<file path="src/rtl/fetch_stage_pkg.sv">
// Shared CPU types for the fetch stage: word type, fetch FSM states, PC constants.
package fetch_stage_pkg;

  typedef logic [31:0] word_t;

  typedef enum logic [1:0] {
    RUN    = 2'd0,
    DRAIN  = 2'd1,
    HALTED = 2'd2
  } fetch_state_t;

  localparam word_t PC_INCR         = 32'd4;
  localparam word_t WORD_ALIGN_MASK = 32'hFFFF_FFFC;

  // Redirect targets are always forced onto a word boundary.
  function automatic word_t word_align(input word_t a);
    return a & WORD_ALIGN_MASK;
  endfunction

endpackage

</file>
<file path="src/rtl/fetch_stage_if.sv">
// Fetch-stage bus: icache read port, execute redirect, decode handoff.
// master = fetch stage, slave = icache/decode/execute side.
interface fetch_stage_if;
  import fetch_stage_pkg::*;

  logic  ihit;
  word_t iload;
  logic  iREN;
  word_t iaddr;
  logic  stall;
  logic  redirect;
  word_t redirect_pc;
  logic  halt_in;
  word_t instru;
  word_t nPC;
  logic  fvalid;
  logic  flush;

  modport master (
    input  ihit, iload, stall, redirect, redirect_pc, halt_in,
    output iREN, iaddr, instru, nPC, fvalid, flush
  );

  modport slave (
    output ihit, iload, stall, redirect, redirect_pc, halt_in,
    input  iREN, iaddr, instru, nPC, fvalid, flush
  );

endinterface

</file>
<file path="src/rtl/fetch_perf_counters.sv">
// Fetch performance counters: delivered instructions and stalled-valid cycles.
// Only instantiated when FETCH_PERF_EN is defined. Both counters wrap at 2^32.
module fetch_perf_counters
  import fetch_stage_pkg::*;
(
  input  logic  CLK,
  input  logic  nRST,
  input  logic  fvalid,
  input  logic  stall,
  output word_t fetch_cnt,
  output word_t stall_cnt
);

  word_t r_fetch_cnt;
  word_t r_stall_cnt;

  // Count consumed vs. held output-register cycles.
  always_ff @(posedge CLK) begin
    if (!nRST) begin
      r_fetch_cnt <= '0;
      r_stall_cnt <= '0;
    end else begin
      if (fvalid && !stall) r_fetch_cnt <= r_fetch_cnt + 32'd1;
      if (fvalid &&  stall) r_stall_cnt <= r_stall_cnt + 32'd1;
    end
  end

  assign fetch_cnt = r_fetch_cnt;
  assign stall_cnt = r_stall_cnt;

endmodule

</file>
<file path="src/rtl/fetch_stage.sv">
// Instruction-fetch stage: PC, icache request, one-entry output register to decode,
// redirect/miss-drain/halt FSM. Optional counters under FETCH_PERF_EN.
module fetch_stage
  import fetch_stage_pkg::*;
#(
  parameter word_t RESET_PC = 32'h0000_0000
) (
  input  logic  CLK,
  input  logic  nRST,
  fetch_stage_if.master bus
`ifdef FETCH_PERF_EN
  ,
  output word_t fetch_cnt,
  output word_t stall_cnt
`endif
);

  fetch_state_t r_state, w_state_nx;
  word_t        r_pc, w_pc_nx;
  word_t        r_tgt, w_tgt_nx;
  word_t        r_instru, w_instru_nx;
  word_t        r_npc, w_npc_nx;
  logic         r_fvalid, w_fvalid_nx;

  logic  w_free;
  logic  w_req;
  word_t w_pc_plus4;
  word_t w_rtgt;

  assign w_free     = !r_fvalid || !bus.stall;
  // Request stays up in DRAIN so the icache sees a stable address until its miss completes.
  assign w_req      = ((r_state == RUN) && w_free) || (r_state == DRAIN);
  assign w_pc_plus4 = r_pc + PC_INCR;
  assign w_rtgt     = word_align(bus.redirect_pc);

  assign bus.iREN   = nRST && w_req;
  assign bus.iaddr  = r_pc;
  assign bus.flush  = nRST && bus.redirect;
  assign bus.instru = r_instru;
  assign bus.nPC    = r_npc;
  assign bus.fvalid = r_fvalid;

  // Next-state logic; a redirect outranks a halt because the halt is younger and squashed.
  always_comb begin
    w_state_nx  = r_state;
    w_pc_nx     = r_pc;
    w_tgt_nx    = r_tgt;
    w_instru_nx = r_instru;
    w_npc_nx    = r_npc;
    w_fvalid_nx = r_fvalid;
    case (r_state)
      RUN: begin
        if (bus.redirect) begin
          w_fvalid_nx = 1'b0;
          if (w_req && !bus.ihit) begin
            w_tgt_nx   = w_rtgt;
            w_state_nx = DRAIN;
          end else begin
            w_pc_nx = w_rtgt;
          end
        end else if (bus.halt_in) begin
          w_state_nx  = HALTED;
          w_fvalid_nx = 1'b0;
        end else if (w_req && bus.ihit) begin
          w_instru_nx = bus.iload;
          w_npc_nx    = w_pc_plus4;
          w_fvalid_nx = 1'b1;
          w_pc_nx     = w_pc_plus4;
        end else if (r_fvalid && !bus.stall) begin
          w_fvalid_nx = 1'b0;
        end
      end
      DRAIN: begin
        w_fvalid_nx = 1'b0;
        if (bus.redirect) w_tgt_nx = w_rtgt;
        if (bus.ihit) begin
          // The newest target wins when a redirect lands on the completing cycle.
          w_pc_nx    = bus.redirect ? w_rtgt : r_tgt;
          w_state_nx = RUN;
        end
      end
      HALTED: begin
        w_fvalid_nx = 1'b0;
      end
      default: begin
        w_state_nx  = RUN;
        w_fvalid_nx = 1'b0;
      end
    endcase
  end

  // State register with synchronous active-low reset.
  always_ff @(posedge CLK) begin
    if (!nRST) begin
      r_state  <= RUN;
      r_pc     <= RESET_PC;
      r_tgt    <= '0;
      r_instru <= '0;
      r_npc    <= '0;
      r_fvalid <= 1'b0;
    end else begin
      r_state  <= w_state_nx;
      r_pc     <= w_pc_nx;
      r_tgt    <= w_tgt_nx;
      r_instru <= w_instru_nx;
      r_npc    <= w_npc_nx;
      r_fvalid <= w_fvalid_nx;
    end
  end

`ifdef FETCH_PERF_EN
  fetch_perf_counters u_perf (
    .CLK       (CLK),
    .nRST      (nRST),
    .fvalid    (r_fvalid),
    .stall     (bus.stall),
    .fetch_cnt (fetch_cnt),
    .stall_cnt (stall_cnt)
  );
`endif

endmodule
</file>
<file path="src/flat_wrapper.sv">
// flat-port wrapper written by rule: the top's interface ports become plain ports
module fetch_stage_flat import fetch_stage_pkg::*;
#(
  parameter word_t RESET_PC = 32'h0000_0000
)
  (CLK, nRST, bus_ihit, bus_iload, bus_stall, bus_redirect, bus_redirect_pc, bus_halt_in, bus_iREN, bus_iaddr, bus_instru, bus_nPC, bus_fvalid, bus_flush);
  fetch_stage_if bus_i ();
  input  logic CLK;
  input  logic nRST;
  input wire logic [$bits(bus_i.ihit)-1:0] bus_ihit;
  input wire logic [$bits(bus_i.iload)-1:0] bus_iload;
  input wire logic [$bits(bus_i.stall)-1:0] bus_stall;
  input wire logic [$bits(bus_i.redirect)-1:0] bus_redirect;
  input wire logic [$bits(bus_i.redirect_pc)-1:0] bus_redirect_pc;
  input wire logic [$bits(bus_i.halt_in)-1:0] bus_halt_in;
  output wire logic [$bits(bus_i.iREN)-1:0] bus_iREN;
  output wire logic [$bits(bus_i.iaddr)-1:0] bus_iaddr;
  output wire logic [$bits(bus_i.instru)-1:0] bus_instru;
  output wire logic [$bits(bus_i.nPC)-1:0] bus_nPC;
  output wire logic [$bits(bus_i.fvalid)-1:0] bus_fvalid;
  output wire logic [$bits(bus_i.flush)-1:0] bus_flush;
  assign bus_i.ihit = bus_ihit;
  assign bus_i.iload = bus_iload;
  assign bus_i.stall = bus_stall;
  assign bus_i.redirect = bus_redirect;
  assign bus_i.redirect_pc = bus_redirect_pc;
  assign bus_i.halt_in = bus_halt_in;
  assign bus_iREN = bus_i.iREN;
  assign bus_iaddr = bus_i.iaddr;
  assign bus_instru = bus_i.instru;
  assign bus_nPC = bus_i.nPC;
  assign bus_fvalid = bus_i.fvalid;
  assign bus_flush = bus_i.flush;
  fetch_stage #(.RESET_PC(RESET_PC)) u_core (.CLK(CLK), .nRST(nRST), .bus(bus_i));
endmodule
</file>
<file path="config.mk">
export PLATFORM = sky130hd
export DESIGN_NAME = fetch_stage_flat
export DESIGN_NICKNAME = d
export VERILOG_FILES = /design/src/rtl/fetch_stage_pkg.sv /design/src/rtl/fetch_stage_if.sv /design/src/rtl/fetch_perf_counters.sv /design/src/rtl/fetch_stage.sv /design/src/flat_wrapper.sv
export SDC_FILE = /design/constraint.sdc
export NUM_CORES = 1
export LEC_CHECK = 0
export CAP_MARGIN = 20
export CELL_PAD_IN_SITES_DETAIL_PLACEMENT = 0
export CELL_PAD_IN_SITES_GLOBAL_PLACEMENT = 2
export CORE_MARGIN = 5
export CORE_UTILIZATION = 24
export DETAILED_ROUTE_END_ITERATION = 6
export GPL_ROUTABILITY_DRIVEN = 0
export MAX_ROUTING_LAYER = met4
export PLACE_DENSITY_LB_ADDON = 0.25
export SYNTH_ARGS = -nofsm -noshare
export SYNTH_HDL_FRONTEND = slang
export SYNTH_SLANG_ARGS = --single-unit
</file>
<file path="constraint.sdc">
create_clock -name CLK -period 1.97 [get_ports CLK]
set_input_delay 0.394 -clock CLK [delete_from_list [all_inputs] [get_ports CLK]]
set_output_delay 0.394 -clock CLK [all_outputs]
set_load 0.02 [all_outputs]
</file>
Fig. 1: where the registers sit
Scale: 2 px per um. Other sequential cells in the stronger gray, the rest of the logic in the fainter gray.
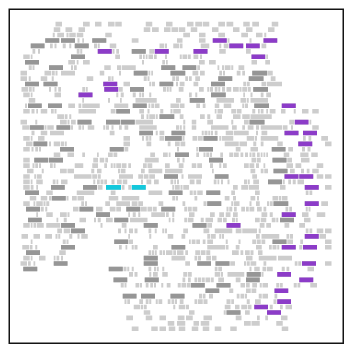
| color | name in the netlist | sequential cells |
|---|---|---|
| purple | u_core.bus.nPC | 32 |
| cyan | u_core.r_state | 2 |
not colored: 97
total area of sequential cells: 2640 um^2
power dissipated in sequential cells: 2.88 mW

Fig. 2: M2 wires
Scale: 2 px per um.
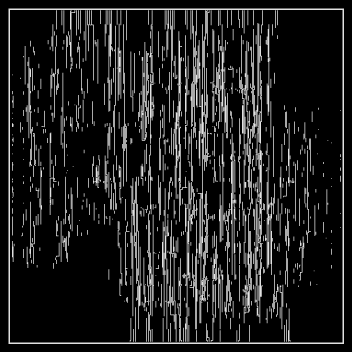
main direction: vertical
nets with wire on the layer: 813
share of all routed wire: 45%
wire length on this layer: 10,100 um
met2 Resource Use GR: 24.9%
routed wire length: 22,300 um

Fig. 3: a small window of the routed layout
Window x 71 to 96, y 71 to 96 um. Cells in gray, sequential cells in the stronger gray; small squares are vias.
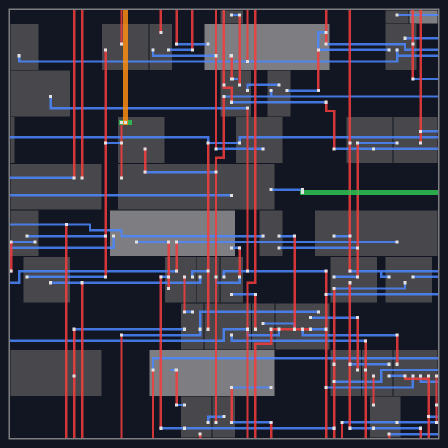
| color | layer |
|---|---|
| green | M3 |
| orange | M4 |
| red | M2 |
| blue | M1 |
sequential cells in the window: 3
most frequent: buf_4 (10), nand2_1 (8), a21oi_1 (5)
netlist names of flops here include: u_core.r_tgt (3)
cells with their middle in the window: 35

==> reports/results.env <==
OUTCOME='finished clean'
STARTPOINT='u_core.bus.iaddr[6]'
FINAL.SIGNAL_INVERTER_COUNT=6
PLACEMENT.IO_BUFFERS=166
N_MULTI_INPUT_COMBINATIONAL_CELL=566
FINAL_LAYOUT_TOP_LOGIC_CELL='nand2_1'
ANTENNA_CELLS=1
WORSTREG2REGSTART='u_core.bus.iaddr[10]'
FMAX_GHz=0.524
SYN_TO_FINAL_GROWTH_PCT=61.8
YOSYS-TOP-CELLS-AREA='dfxtp_1 (45%), nand2_1 (11%), a21oi_1 (11%), o21ai_0 (3.6%), clkbuf_1 (3.5%)'
PLACE_WORST_SETUP_SLACK_NS=-0.311
COUNT_OF_TOOL_WARNINGS=29
CRIT_CELLS=2
CP_CELL_SEQUENCE='buf_4 -> clkdlybuf4s50_1'
CRITPATHREQUIREDTIME_NS=1.58
POST_CTS.REPAIR.SETUP_BUFFERS=2
ASYNCSETRESETFLOPFRACSYNTH_PCT=0
MI_LOGIC_AREA_UM2=3070
ROUTE.MET3.WL_UM=1360
TAPCELLCOUNT=324
GLOBAL_ROUTE.USAGE.MET1_PCT=21.4
DRC=0
IOS=169
FLOORPLANUTILIZATION_PCT=24.2
SYNTHESIS.INSTANCES=767
POSTSYNTHAREAPERCELL_UM2=7.63
CRIT_END='bus_iaddr[6]'
POST_ROUTE_SKEW_NS=0.00984
ENABLE_FLOP_CELLS=0
MAXIMUM_VDD_DROP_V=0.000507
MAXSLEWHEADROOM_PCT=72.7
ROUTE.VIAS.TOTAL=6146
POWER_DENSITY_nW_PER_UM2=788
SYNTHDISTINCTLIBCELLS=54
HTREE_NUM_LEVELS=4
FINAL_MAX_SLEW_VIOL_COUNT=0
MAX_CAP_CHECK_VIOLATION_COUNT=0
FIN_CELLS=1340
AREA.SHARE.COMBINATIONAL_PCT=32.4
HOLD_PATH_END='u_core.r_state[0]'
WL_MET2_UM=10100
STARTPOINT_KIND_OF_THE_WORST_SETUP_TIMING_PATH='flop'
R2R_END='u_core.bus.iaddr[21]'
REPORT.POWER.TOTAL_mW=7.47
DP.CELLS=1301
POSTSYNTH.TOPFLOPCELL='dfxtp_1'
FINALSETUPVIOLATIONS=0
==> kinds of logic (layout without fill, tap and decap cells) <==
kind of cell / count (synthesis) / count (layout) / synth area share [%]
simple gates: 300 / 300 / 22.7
fa+ha+maj: 1 / 1 / 0.214
compound gates: 238 / 238 / 23.5
other cells: 0 / 1 / 0
flops: 131 / 131 / 44.8
mux: 1 / 1 / 0.171
xor+xnor: 26 / 26 / 3.89
buf+inv: 70 / 318 / 4.68
==> where the power goes <==
group	total, mW	internal, mW	switching, mW
Sequential	2.88	2.79	0.0878
Combinational	1.30	0.624	0.680
Clock	3.29	2.01	1.28
Total	7.47	5.42	2.05
==> state kept, by name (all words and copies together), names as in the netlist <==
signal             cells
u_core.bus.fvalid      1
u_core.bus.iaddr      32
u_core.r_state         2
u_core.r_tgt          32
u_core.bus.instru     32
u_core.bus.nPC        32
No activity file was given, so power comes from the tool's default toggle rates.
